`src/rtl/rf_write_arbiter_pkg.sv`:
```
// Shared constants, FSM state type and address decode for the register-file write arbiter.
package rf_pkg;

  localparam int RF_NREG = 8;
  localparam int RF_AW   = 3;
  localparam int RF_DW   = 32;
  localparam int RF_NREQ = 4;

  typedef enum logic {
    IDLE  = 1'b0,
    CLEAR = 1'b1
  } state_t;

  // Turns a register address into the one-hot enable the register file expects.
  function automatic logic [RF_NREG-1:0] onehot8(input logic [RF_AW-1:0] addr);
    onehot8 = RF_NREG'(1) << addr;
  endfunction

endpackage

```
`src/rtl/rf_write_arbiter_if.sv`:
```
// Bundle of requester-side and register-file-side signals around the write arbiter.
interface rf_write_arbiter_if;
  import rf_pkg::*;

  logic [RF_NREQ-1:0]       req;
  logic [RF_NREQ*RF_AW-1:0] wr_addr;
  logic [RF_NREQ*RF_DW-1:0] wr_data;
  logic [RF_NREQ-1:0]       ack;
  logic                     clr_start;
  logic                     clr_busy;
  logic [RF_NREG-1:0]       en;
  logic [RF_DW-1:0]         d_in;

  // Requester / controller side: drives requests and clear pulses, sees grants and the write port.
  modport master (
    output req, wr_addr, wr_data, clr_start,
    input  ack, clr_busy, en, d_in
  );

  // Arbiter side.
  modport slave (
    input  req, wr_addr, wr_data, clr_start,
    output ack, clr_busy, en, d_in
  );

endinterface

```
`src/rtl/rf_write_arbiter_rr_arbiter4.sv`:
```
// Combinational 4-way round-robin pick: first set request at or above the pointer, wrapping.
module rr_arbiter4 (
  input  logic [3:0] i_req,
  input  logic [1:0] i_ptr,
  output logic [3:0] o_grant,
  output logic [1:0] o_winner
);

  logic [1:0] w_idx;
  logic       w_found;

  // Walk the four slots starting at the pointer and grant the first requester found.
  always_comb begin
    o_grant  = '0;
    o_winner = i_ptr;
    w_found  = 1'b0;
    w_idx    = i_ptr;
    for (int k = 0; k < 4; k++) begin
      w_idx = i_ptr + 2'(k);
      if (!w_found && i_req[w_idx]) begin
        w_found         = 1'b1;
        o_winner        = w_idx;
        o_grant[w_idx]  = 1'b1;
      end
    end
  end

endmodule

```
`src/rtl/rf_write_arbiter.sv`:
```
// Write-port controller for the 8x32 register file: round-robin writes plus a sequenced clear.
module rf_write_arbiter
  import rf_pkg::*;
(
  input  logic              clk,
  input  logic              reset_n,
  rf_write_arbiter_if.slave bus
);

  state_t             r_state,  w_nextState;
  logic [RF_AW-1:0]   r_clrCnt, w_nextClrCnt;
  logic [1:0]         r_rrPtr,  w_nextRrPtr;
  logic [RF_NREG-1:0] r_en,     w_nextEn;
  logic [RF_DW-1:0]   r_dIn,    w_nextDIn;

  logic [RF_NREQ-1:0] w_grant;
  logic [RF_NREQ-1:0] w_ack;
  logic [1:0]         w_winner;
  logic [RF_AW-1:0]   w_winAddr;
  logic [RF_DW-1:0]   w_winData;

  rr_arbiter4 u_arb (
    .i_req    (bus.req),
    .i_ptr    (r_rrPtr),
    .o_grant  (w_grant),
    .o_winner (w_winner)
  );

  assign w_winAddr = bus.wr_addr[int'(w_winner)*RF_AW +: RF_AW];
  assign w_winData = bus.wr_data[int'(w_winner)*RF_DW +: RF_DW];

  // Next-state and grant logic; a clear request beats pending writes and holds them off.
  always_comb begin
    w_nextState  = r_state;
    w_nextClrCnt = r_clrCnt;
    w_nextRrPtr  = r_rrPtr;
    w_nextEn     = '0;
    w_nextDIn    = r_dIn;
    w_ack        = '0;
    case (r_state)
      IDLE: begin
        if (bus.clr_start) begin
          w_nextState  = CLEAR;
          w_nextClrCnt = '0;
        end else if (|bus.req) begin
          w_ack       = reset_n ? w_grant : '0;
          w_nextEn    = onehot8(w_winAddr);
          w_nextDIn   = w_winData;
          w_nextRrPtr = w_winner + 2'd1;
        end
      end
      CLEAR: begin
        w_nextEn     = onehot8(r_clrCnt);
        w_nextDIn    = '0;
        w_nextClrCnt = r_clrCnt + 3'd1;
        if (r_clrCnt == 3'(RF_NREG-1)) begin
          w_nextState = IDLE;
        end
      end
      default: w_nextState = IDLE;
    endcase
  end

  // State, pointer, clear counter and registered write port; reset aborts any clear in flight.
  always_ff @(posedge clk or negedge reset_n) begin
    if (!reset_n) begin
      r_state  <= IDLE;
      r_clrCnt <= '0;
      r_rrPtr  <= '0;
      r_en     <= '0;
      r_dIn    <= '0;
    end else begin
      r_state  <= w_nextState;
      r_clrCnt <= w_nextClrCnt;
      r_rrPtr  <= w_nextRrPtr;
      r_en     <= w_nextEn;
      r_dIn    <= w_nextDIn;
    end
  end

  assign bus.ack      = w_ack;
  assign bus.clr_busy = (r_state == CLEAR);
  assign bus.en       = r_en;
  assign bus.d_in     = r_dIn;

endmodule

```
`src/flat_wrapper.sv`:
```
// flat-port wrapper written by rule: the top's interface ports become plain ports
module rf_write_arbiter_flat import rf_pkg::*;
  (clk, reset_n, bus_req, bus_wr_addr, bus_wr_data, bus_clr_start, bus_ack, bus_clr_busy, bus_en, bus_d_in);
  rf_write_arbiter_if bus_i ();
  input  logic clk;
  input  logic reset_n;
  input wire logic [$bits(bus_i.req)-1:0] bus_req;
  input wire logic [$bits(bus_i.wr_addr)-1:0] bus_wr_addr;
  input wire logic [$bits(bus_i.wr_data)-1:0] bus_wr_data;
  input wire logic [$bits(bus_i.clr_start)-1:0] bus_clr_start;
  output wire logic [$bits(bus_i.ack)-1:0] bus_ack;
  output wire logic [$bits(bus_i.clr_busy)-1:0] bus_clr_busy;
  output wire logic [$bits(bus_i.en)-1:0] bus_en;
  output wire logic [$bits(bus_i.d_in)-1:0] bus_d_in;
  assign bus_i.req = bus_req;
  assign bus_i.wr_addr = bus_wr_addr;
  assign bus_i.wr_data = bus_wr_data;
  assign bus_i.clr_start = bus_clr_start;
  assign bus_ack = bus_i.ack;
  assign bus_clr_busy = bus_i.clr_busy;
  assign bus_en = bus_i.en;
  assign bus_d_in = bus_i.d_in;
  rf_write_arbiter u_core (.clk(clk), .reset_n(reset_n), .bus(bus_i));
endmodule
```
`config.mk`:
```
export PLATFORM = sky130hd
export DESIGN_NAME = rf_write_arbiter_flat
export DESIGN_NICKNAME = d
export VERILOG_FILES = /design/src/rtl/rf_write_arbiter_pkg.sv /design/src/rtl/rf_write_arbiter_if.sv /design/src/rtl/rf_write_arbiter_rr_arbiter4.sv /design/src/rtl/rf_write_arbiter.sv /design/src/flat_wrapper.sv
export SDC_FILE = /design/constraint.sdc
export NUM_CORES = 1
export LEC_CHECK = 0
export ABC_CLOCK_PERIOD_IN_PS = 3170
export CAP_MARGIN = 20
export CELL_PAD_IN_SITES_DETAIL_PLACEMENT = 0
export CELL_PAD_IN_SITES_GLOBAL_PLACEMENT = 1
export CORE_ASPECT_RATIO = 2
export CORE_UTILIZATION = 29
export DETAILED_ROUTE_END_ITERATION = 7
export GPL_TIMING_DRIVEN = 1
export PLACE_DENSITY = 0.83
export SLEW_MARGIN = 20
export SYNTH_ARGS = -nofsm -noshare
export SYNTH_HDL_FRONTEND = slang
export SYNTH_SLANG_ARGS = --single-unit
```
`constraint.sdc`:
```
create_clock -name clk -period 3.17 [get_ports clk]
set_clock_uncertainty 0.05 [all_clocks]
set_input_delay 0.634 -clock clk [delete_from_list [all_inputs] [get_ports clk]]
set_output_delay 0.634 -clock clk [all_outputs]
set_load 0.02 [all_outputs]
```
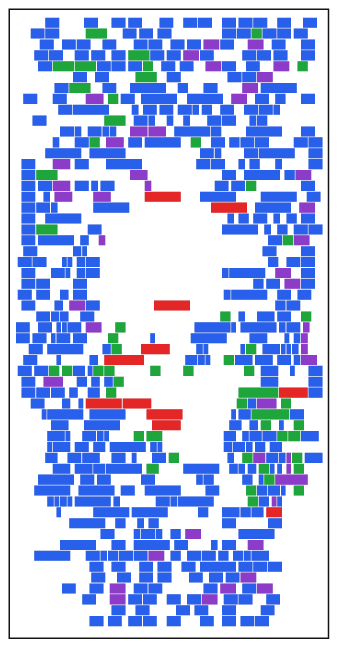
Figure 1: run 1, drive-strength map.
(4 px per um)
size	color	cells	most used
drive 3 to 4	green	53	buf_4
drive 2	purple	46	mux2_2
drive 1 or less	blue	443	clkdlybuf4s50_1
drive 6 and up	red	11	clkbuf_16
Final WS setup: 0.226 ns
final instance area: 5980 um^2
layout overhead on the synthesized area: 71.9%

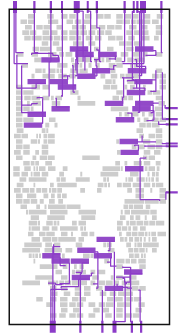
Figure 2: run 1, port wiring.
(2 px per um)
port	color	bits	direction	end cells	buffers	wire
`bus_d_in`	purple	32	output	32	32	1,340 um
IO buf count: 191
Ports: 192

==> metrics.yaml, run 1 <==
yosysWarnings: 0
n_all_inverters: 11
cts_root_buf: "clkbuf_16"
use_met1_pct: 20.4
ys_types: 44
drive_gt1_share_pct: 19.9
dpl_cell_area_um2: 5780
outcome: "finished clean"
ff_type: "dfrtp_1"
grt_overflow_total: 0
ys_seq_share_pct: 33.1
cts_buffer_depth: 2
dr.max_layer_used: "met4"
post_cts_buffers: 2
crit_type: "reg2out"
path_cells: "inv_1 -> ha_1 -> mux4_2 -> and2_4 -> a222oi_1 -> a21oi_1 -> buf_4"
p_int_mw: 3.29
path_depth: 7
buf_share_pct: 38.5
power.leakage_nw: 2.58
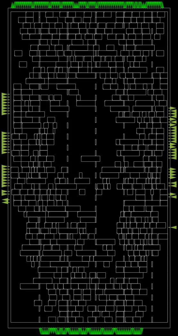
Figure 3: run 1, cell outlines without signal wires.
FP Rows: 56
Filler cells: 1,076
flop count: 46

--- run 2 (diff from run 1) ---
--- a/config.mk
+++ b/config.mk
@@ -13,6 +13,7 @@
 export CORE_UTILIZATION = 29
 export DETAILED_ROUTE_END_ITERATION = 7
 export GPL_TIMING_DRIVEN = 1
+export HOLD_SLACK_MARGIN = 0.03
 export PLACE_DENSITY = 0.83
 export SLEW_MARGIN = 20
 export SYNTH_ARGS = -nofsm -noshare
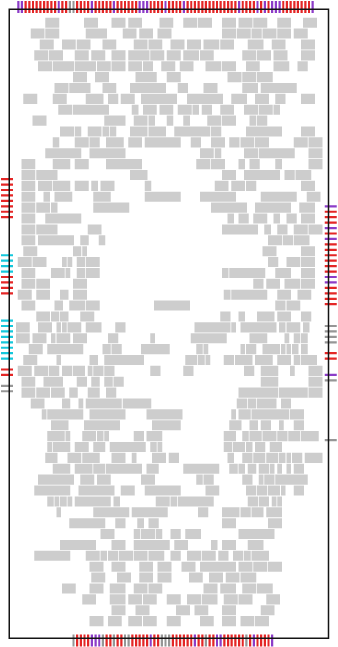
Figure 4: run 2, I/O pins on the die edge.
(4 px per um) Pins as bars across the die edge, other pins in gray.
port	color	pins	direction	edge
`bus_d_in`	purple	32	output	17 north, 9 south, 6 east
`bus_wr_data`	red	128	input	62 north, 36 south, 16 east, 14 west
`bus_wr_addr`	cyan	12	input	west
all pins by edge	81 north, 55 south, 28 east, 28 west

==> run 2 against run 1 <==
Against the previous run:
- total power stayed put
- clock power barely moved
- register-to-register slack about the same
- flip-flop count unchanged
- largest cell class unchanged
- sequential share of layout area unchanged
- first-iteration DRC count unchanged
- utilization is the same
- worst hold slack unchanged
- wire length unchanged
- maximum frequency is the same
==> metrics.yaml, run 2 <==
port_buffers: 191
fillers: 1076
rows: 56
yosysWarnings: 0
layout_setup_ws_ns: 0.226
area_growth_pct: 71.9
path_depth: 7
buf_share_pct: 38.5
grt_overflow_total: 0
dr.max_layer_used: "met4"
cts_root_buf: "clkbuf_16"
post_cts_buffers: 2
ff_type: "dfrtp_1"
dpl_cell_area_um2: 5780
outcome: "finished clean"
flops: 46
path_cells: "inv_1 -> ha_1 -> mux4_2 -> and2_4 -> a222oi_1 -> a21oi_1 -> buf_4"
cts_buffer_depth: 2
ys_types: 44
drive_gt1_share_pct: 19.9
ys_seq_share_pct: 33.1
--- run 3 (diff from run 2) ---
--- a/config.mk
+++ b/config.mk
@@ -12,6 +12,7 @@
 export CORE_ASPECT_RATIO = 2
 export CORE_UTILIZATION = 29
 export DETAILED_ROUTE_END_ITERATION = 7
+export GPL_ROUTABILITY_DRIVEN = 0
 export GPL_TIMING_DRIVEN = 1
 export HOLD_SLACK_MARGIN = 0.03
 export PLACE_DENSITY = 0.83
==> run 3 against run 2 <==
Against the previous run:
- flip-flop count unchanged
- total power did not move
- maximum frequency stayed put
- combinational power about the same
- synthesized area stayed put
- sequential power hardly changed
- die size is the same
- register-to-register slack barely moved
- critical path depth stayed put
- non-clock buffer count is the same
- critical path type unchanged
- sequential share of layout area stayed put
- cell area did not move
==> metrics.yaml, run 3 <==
outcome: "finished clean"
ff_type: "dfrtp_1"
port_buffers: 191
setup_violations: 0
yosysWarnings: 0
cts_root_buf: "clkbuf_16"
r2r_slack_ns: 0.29
power.leakage_nw: 2.58
slew-limit-headroom_pct: 59.1
buf_share_pct: 38.5
use_met1_pct: 20.4
p_int_mw: 3.29
post_cts_buffers: 2
grtUsageMet3_pct: 2.22
path_depth: 7
cts_buffer_depth: 2
power.share.switching_pct: 40.5
path_cells: "inv_1 -> ha_1 -> mux4_2 -> and2_4 -> a222oi_1 -> a21oi_1 -> buf_4"
synth-simple-area-share_pct: 7.38
enable_flop_cells: 0
fillers: 1076
p_clk_mw: 0.514
pin_count: 192
dr.max_layer_used: "met4"
design_area_um2: 5980
ys_types: 44
grt_overflow_total: 0
netlist_area_um2: 3480
crit_type: "reg2out"
remaining_drc_errors: 0
n_all_inverters: 11
vias: 3538
area_growth_pct: 71.9
drive_gt1_share_pct: 19.9
clkCellAreaFrac_pct: 2.39
die_h_um: 157
flops: 46
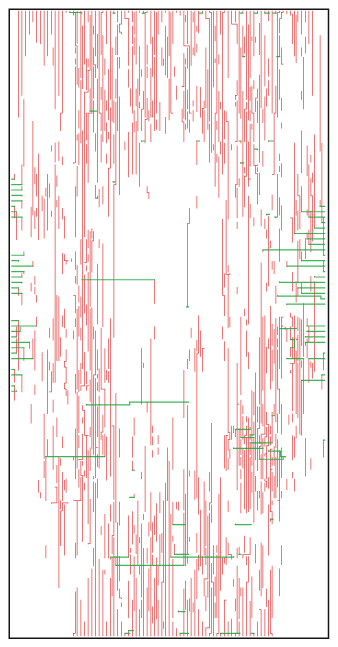
Figure 5: run 3, wiring by layer.
(4 px per um) Only two layers are drawn.
layer	color	wire length
met2	red	7,000 um
met3	green	386 um

Power is estimated from default activity; no workload was simulated.
